==> config.mk <==
export PLATFORM = sky130hd
export DESIGN_NAME = vec_stream_feeder
export DESIGN_NICKNAME = d
export VERILOG_FILES = /design/src/rtl/vec_stream_feeder_pkg.sv /design/src/rtl/vec_word_fifo.sv /design/src/rtl/vec_stream_feeder.sv
export SDC_FILE = /design/constraint.sdc
export NUM_CORES = 1
export LEC_CHECK = 0
export CAP_MARGIN = 20
export CORE_UTILIZATION = 55
export DETAILED_ROUTE_END_ITERATION = 7
export PLACE_DENSITY = 0.84
export SETUP_SLACK_MARGIN = 0.05
export SYNTH_ARGS = -nofsm -noshare
export SYNTH_HDL_FRONTEND = slang
export SYNTH_SLANG_ARGS = --single-unit
export TNS_END_PERCENT = 50
==> constraint.sdc <==
create_clock -name clk -period 8.3 [get_ports clk]
set_clock_uncertainty 0.15 [all_clocks]
set_input_delay 0.83 -clock clk [delete_from_list [all_inputs] [get_ports clk]]
set_output_delay 0.83 -clock clk [all_outputs]
set_load 0.05 [all_outputs]
==> images/clk_routes.png <==
(2 px per um)
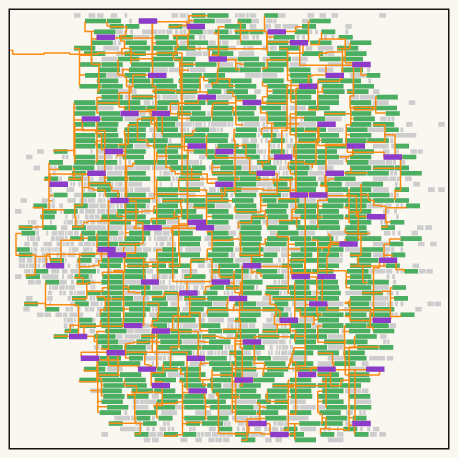
clock drivers -> purple  # count 66
clock wires -> orange  # length 7,150 um
flip-flops -> green  # count 678
routed clock nets = 67
power share of the clock group: 0.334
reported clock group power: 3.03 mW
insertion delay to the later sink of the worst-skew pair: 590 ps

==> images/placement_by_type.png <==
(1.5 px per um) Fill, decap, tap and diode cells in gray.
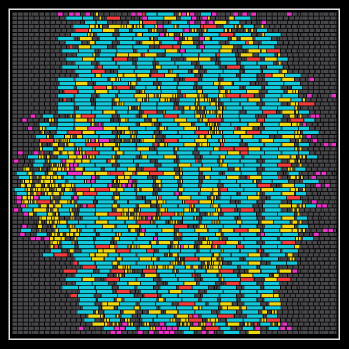
combinational and other logic -> yellow  # cells 726, share of their area 23%
other buffers and delay cells -> magenta  # cells 117, share of their area 4.0%
clock drivers and dummy loads -> red  # cells 121, share of their area 7.6%
flops -> cyan  # cells 678, share of their area 65%
standard-cell rows: 79
final core area utilization: 0.6381
final non-filler cell area: 29,650 um^2

==> images/layer_met2.png <==
(2 px per um)
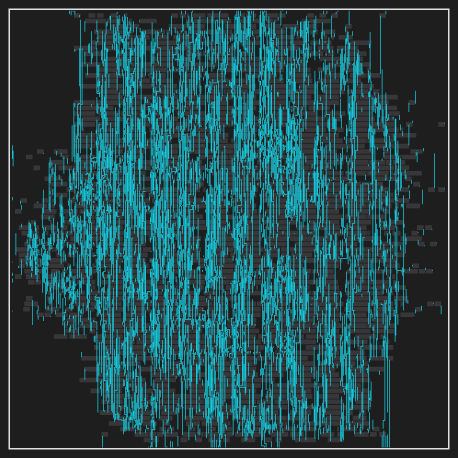
nets with wire on the layer = 1,448
share of all routed wire = 50%
global-route met2 utilization: 0.3883
routed vias: 14,130
Routed Wire Length: 55.61 mm

==> images/clocks.png <==
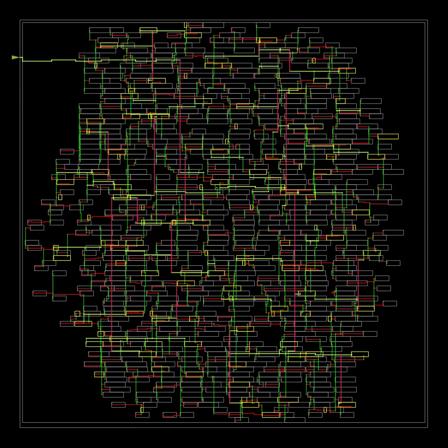
Clock buffer cells: 101
count of flip-flops and latches: 678
TritonCTS Buffers: 66
count of clock tree sinks: 678

==> impl_metrics.json <==
{
  "synth-edff-count": 520,
  "timing.reg2reg.setup_slack_ps": 4770,
  "chipHeight_um": 219.0,
  "most-common-layout-cells": "sky130_fd_sc_hd__edfxtp_1, sky130_fd_sc_hd__dfxtp_1, sky130_fd_sc_hd__mux4_2",
  "length_of_routed_wiring_on_met1_mm": 21.94,
  "largestClassByArea": "sequential cells",
  "tritoncts_clock_tree": "yes",
  "grt_busiest_layer": "met2",
  "critical_path_buffer_and_inverter_count": 2,
  "drv_cap": 0,
  "power.total_mw": 9.064,
  "topCellsByArea": "sky130_fd_sc_hd__edfxtp_1, sky130_fd_sc_hd__dfxtp_1, sky130_fd_sc_hd__mux4_2, sky130_fd_sc_hd__mux2i_1, sky130_fd_sc_hd__o21ai_0",
  "yosys-top-cells-count": "sky130_fd_sc_hd__edfxtp_1, sky130_fd_sc_hd__dfxtp_1, sky130_fd_sc_hd__mux4_2",
  "residual_overflow_from_global_routing": 0,
  "outcome": "complete, no violations",
  "met2_length_mm": 27.89,
  "pin_count_of_the_biggest_net_entering_global_routing": 77,
  "count_of_pins_on_the_block_boundary": 91,
  "cts-root-buf": "sky130_fd_sc_hd__clkbuf_16",
  "netlist.area_leader.share": 0.6029,
  "largest_register_ff_count": 520,
  "maxSlewHeadroom": 0.1807,
  "hold_slack_ps": 318.2,
  "grt_setup_unrepaired": "no",
  "detail_route.drc_violations": 0
}
Power figures rest on the tool's default switching activity, not on a simulated workload.
